==> images/clk_routes.png <==
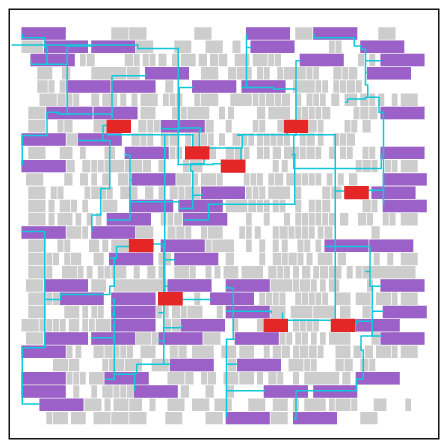
==> images/logic_types.png <==
The bar under the picture is 20 um long.
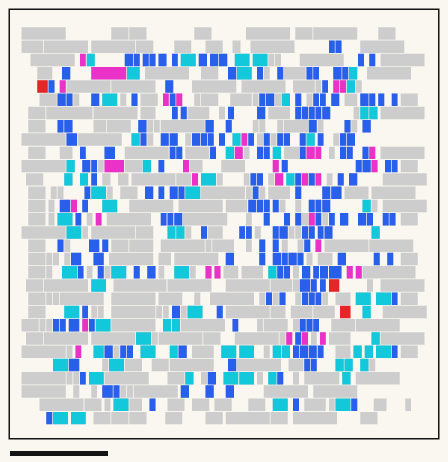
==> images/metal_density.png <==
The die is cut into 18 by 18 equal tiles; black is low, pale yellow is high, scaled to the fullest tile. Values are wire area over tile area, all layers added.
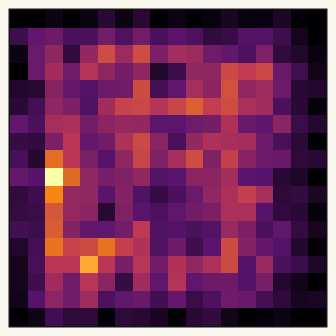
## src/rtl/mul16_seq.sv

```systemverilog
// Shift-add 16x16 -> low-16 multiplier: one add per cycle, N = 16 (or highest set bit of b + 1 with EARLY_EXIT).
// Latency N edges from accept to done; start is accepted only while ready (IDLE/DONE), ignored in RUN.
module mul16_seq #(
  parameter int EARLY_EXIT = 1
) (
  input  logic        clk,
  input  logic        rst_n,
  input  logic        start,
  input  logic [15:0] a,
  input  logic [15:0] b,
  output logic        ready,
  output logic        busy,
  output logic        done,
  output logic [15:0] out
);

  typedef enum logic [1:0] {IDLE, RUN, DONE} state_t;

  state_t      state;
  logic [15:0] mcand;
  logic [15:0] mplr;
  logic [15:0] acc;
  logic [3:0]  cnt;

  logic [15:0] acc_nxt;
  logic        last_iter;
  logic        zero_skip;

  // Single adder; carry out of bit 15 is dropped, which also makes signed operands work.
  assign acc_nxt   = mplr[0] ? (acc + mcand) : acc;
  assign last_iter = (cnt == 4'd15) || ((EARLY_EXIT != 0) && (mplr[15:1] == 15'd0));
  assign zero_skip = (EARLY_EXIT != 0) && (b == 16'd0);

  always_ff @(posedge clk or negedge rst_n) begin
    if (!rst_n) begin
      state <= IDLE;
      ready <= 1'b1;
      busy  <= 1'b0;
      done  <= 1'b0;
      out   <= 16'd0;
      mcand <= 16'd0;
      mplr  <= 16'd0;
      acc   <= 16'd0;
      cnt   <= 4'd0;
    end else begin
      case (state)
        IDLE, DONE: begin
          if (start) begin
            mcand <= a;
            mplr  <= b;
            acc   <= 16'd0;
            cnt   <= 4'd0;
            if (zero_skip) begin
              state <= DONE;
              out   <= 16'd0;
              ready <= 1'b1;
              busy  <= 1'b0;
              done  <= 1'b1;
            end else begin
              state <= RUN;
              ready <= 1'b0;
              busy  <= 1'b1;
              done  <= 1'b0;
            end
          end else begin
            state <= IDLE;
            ready <= 1'b1;
            busy  <= 1'b0;
            done  <= 1'b0;
          end
        end
        RUN: begin
          acc   <= acc_nxt;
          mcand <= {mcand[14:0], 1'b0};
          mplr  <= {1'b0, mplr[15:1]};
          cnt   <= cnt + 4'd1;
          // Result is captured from this edge's sum, not the registered acc.
          if (last_iter) begin
            state <= DONE;
            out   <= acc_nxt;
            ready <= 1'b1;
            busy  <= 1'b0;
            done  <= 1'b1;
          end
        end
        default: begin
          state <= IDLE;
          ready <= 1'b1;
          busy  <= 1'b0;
          done  <= 1'b0;
        end
      endcase
    end
  end

endmodule

```

## config.mk

```make
export PLATFORM = sky130hd
export DESIGN_NAME = mul16_seq
export DESIGN_NICKNAME = d
export VERILOG_FILES = /design/src/rtl/mul16_seq.sv
export SDC_FILE = /design/constraint.sdc
export NUM_CORES = 1
export LEC_CHECK = 0
export ABC_AREA = 1
export CORE_MARGIN = 2
export CORE_UTILIZATION = 60
export CTS_BUF_LIST = sky130_fd_sc_hd__clkbuf_8
export CTS_CLUSTER_DIAMETER = 30
export DETAILED_ROUTE_END_ITERATION = 8
export PLACE_DENSITY_LB_ADDON = 0.15
export RECOVER_POWER = 50
export REMOVE_ABC_BUFFERS = 1
export SLEW_MARGIN = 20
export SYNTH_ARGS = -nofsm -noshare
export SYNTH_HDL_FRONTEND = slang
export SYNTH_SLANG_ARGS = --single-unit
```

## constraint.sdc

```tcl
create_clock -name clk -period 2.91 [get_ports clk]
set_input_delay 0.582 -clock clk [delete_from_list [all_inputs] [get_ports clk]]
set_output_delay 0.582 -clock clk [all_outputs]
set_load 0.01 [all_outputs]
```

==> deck_impl_summary.md <==
Run Summary

Run status
  • Status: completed

Synthesis
  • Main synth FF type: dfrtp_1
  • Number of enable flip-flop cells: 0
  • Synth Warn #: 0
  • Syn Std Cell Area: 0.004212 sq mm
  • Post-Synthesis Cells: 544
  • Dominant cell area share: about 42%

Setup path
  • WP data required: 3080 ps
  • CP startpoint kind: input pin
  • Maximum net fanout on the critical path: 28
  • Cells along the critical path: clkdlybuf4s50_1 -> nand2_1 -> nand2_1 -> buf_4 -> inv_2 -> nand2_1 -> o221ai_1
  • Max incr delay on CP: 490 ps

Global routing
  • M2 GR Usage: roughly 47%
  • Vias in the first global route: 3,675
  • Initial antenna violation count: 0
  • GRT met1 Usage: 35.42%
  • Grt total ovfl: 0
  • Pin count of the biggest net entering global routing: ~48
  • First-pass GRT wire length: 16,820 um

Power and ir drop
  • Pwr per Cell Area: ~1200 mW/mm^2
  • Max VDD drop: 0.9201 mV

Routing
  • Initial DRC Count: between 150 and 200
  • # DRC: 0

Hold path
  • Worst Hold Class: in -> async

Clocking
  • CTS resizes: 0
  • Clk slew on worst S/H paths: 80 ps
  • Clock root buffer: clkbuf_8
  • Post-CTS Setup Repair Bufs: 0

Run
  • Max cap viols: 0

Final timing
  • Final hold vios: 0
  • Max-slew violations: 0

Layout
  • Share of layout cells above drive strength 1: 6.344%
  • Antenna cell count: 0

Die
  • Area of the core: 0.006794 sq mm
  • # IOs: between 50 and 60
  • # rows: 30

Placed design
  • Placement Setup Slack: 378.6 ps
  • Number of port buffers: 53
Notes on clk_routes.png above:
Key: flip-flops = purple [count 72]; clock drivers = red [count 9]; clock wires = cyan [length 896 um]
Position of the flops: spread over the die.

Notes on logic_types.png above:
Key: AND and OR gates = red [cells 3]; NOR gates = magenta [cells 33, most used nor2_1]; inverting AOI/OAI gates = cyan [cells 73, most used o221ai_1, where spread over the die]; NAND gates = blue [cells 212, most used nand2_1, where spread over the die]

Notes on metal_density.png above:
10% of the tiles are over half the peak. The emptiest ninth of the die: lower right. The fullest tile reaches 0.74. The mean over all tiles is 0.20.
WL final: 9745 um
vias post-DR: 3,727
wire per inst: 14.02 um
All-Layer GR Usage: 27.93%

-- stage by stage --
| step | instance area, sq um | util [%] | instances |
|---|---|---|---|
| 6_report | 4980 | 73.30 | 695 |
| 5_1_grt | 4980 | 73.30 | 695 |
| 4_1_cts | 4991 | 73.46 | 695 |
| 3_5_place_dp | 4771 | 70.22 | 679 |
| 3_3_place_gp | 4771 | 70.22 | 679 |
| 2_1_floorplan | 4080 | - | 524 |
-- final timing paths --
kind                       cells past startpoint      from       end  slack (ps)
min in group clk                               2    out[9]    out[9]         480
max                                            7     start   mplr[9]         490
min reg2reg                                    2    out[9]    out[9]         480
min                                            1     rst_n   acc[12]         410
max reg2reg                                    7  state[0]   mplr[9]         550
max in group asynchronous                      2     rst_n  mcand[4]        1210
-- synthesized netlist by cell type, types with 6 or more instances --
master    instances
nand2_1         143
inv_1            98
dfrtp_1          71
nand3_1          55
o221ai_1         29
nor2_1           28
a21oi_1          21
ha_1             16
o21ai_0          15
nand4_1           9
buf_2             6
o21ai_2           6
-- worst max-delay path, delay by kind of cell --
family / cells / cell delay [ps]
compound gates: 1 / 130
simple gates: 3 / 760
buf+inv: 3 / 1120
-- logic make-up (layout without fill, tap and decap cells) --
group	Yosys count	count (layout)	synth area share, %
AOI/OAI and AO/OA	79	79	13.13
xor gates and xnor gates	5	5	1.040
buffers and inverters	123	178	12.36
and+or+nand+nor	248	248	25.43
adders and majority gates	17	17	5.229
DFF	72	72	42.81
-- placed cells by master, fill, tap and decap left out, types with 15 or more instances in the layout --
master and count:
nand2_1 145, inv_1 99, dfrtp_1 71, nand3_1 55, clkdlybuf4s50_1 51, o221ai_1 29
nor2_1 28, a21oi_1 21, ha_1 16, o21ai_0 15
-- where the power goes --
| part | switching, mW | internal (mW) |
|---|---|---|
| clock network | 0.398 | 0.486 |
| logic | 2.21 | 1.31 |
| registers | 0.302 | 1.49 |
-- layout make-up --
class / count / area, sq um / area share [%]
Multi-Input combinational cell: 349 / 1883 / 37.81
Sequential cell: 72 / 1803 / 36.21
Timing Repair Buffer: 59 / 564.3 / 11.33
Inverter: 103 / 389.1 / 7.814
Clock buffer: 9 / 123.9 / 2.487
Tap cell: 96 / 120.1 / 2.412
Clock inverter: 7 / 96.34 / 1.935
-- flip-flops by register name, summed over array words and instances (netlist names), 4 cells and up --
name,cells
mcand,16
cnt,4
acc,16
mplr,16
out,16
-- per-layer routing --
| layer | vias up | wire, um |
|---|---|---|
| met4 | 0 | 186 |
| met5 | - | 0 |
| met2 | 116 | 4671 |
| li1 | 1871 | - |
| met1 | 1720 | 4312 |
| met3 | 20 | 574 |
Power figures rest on the tool's default switching activity, not on a simulated workload.
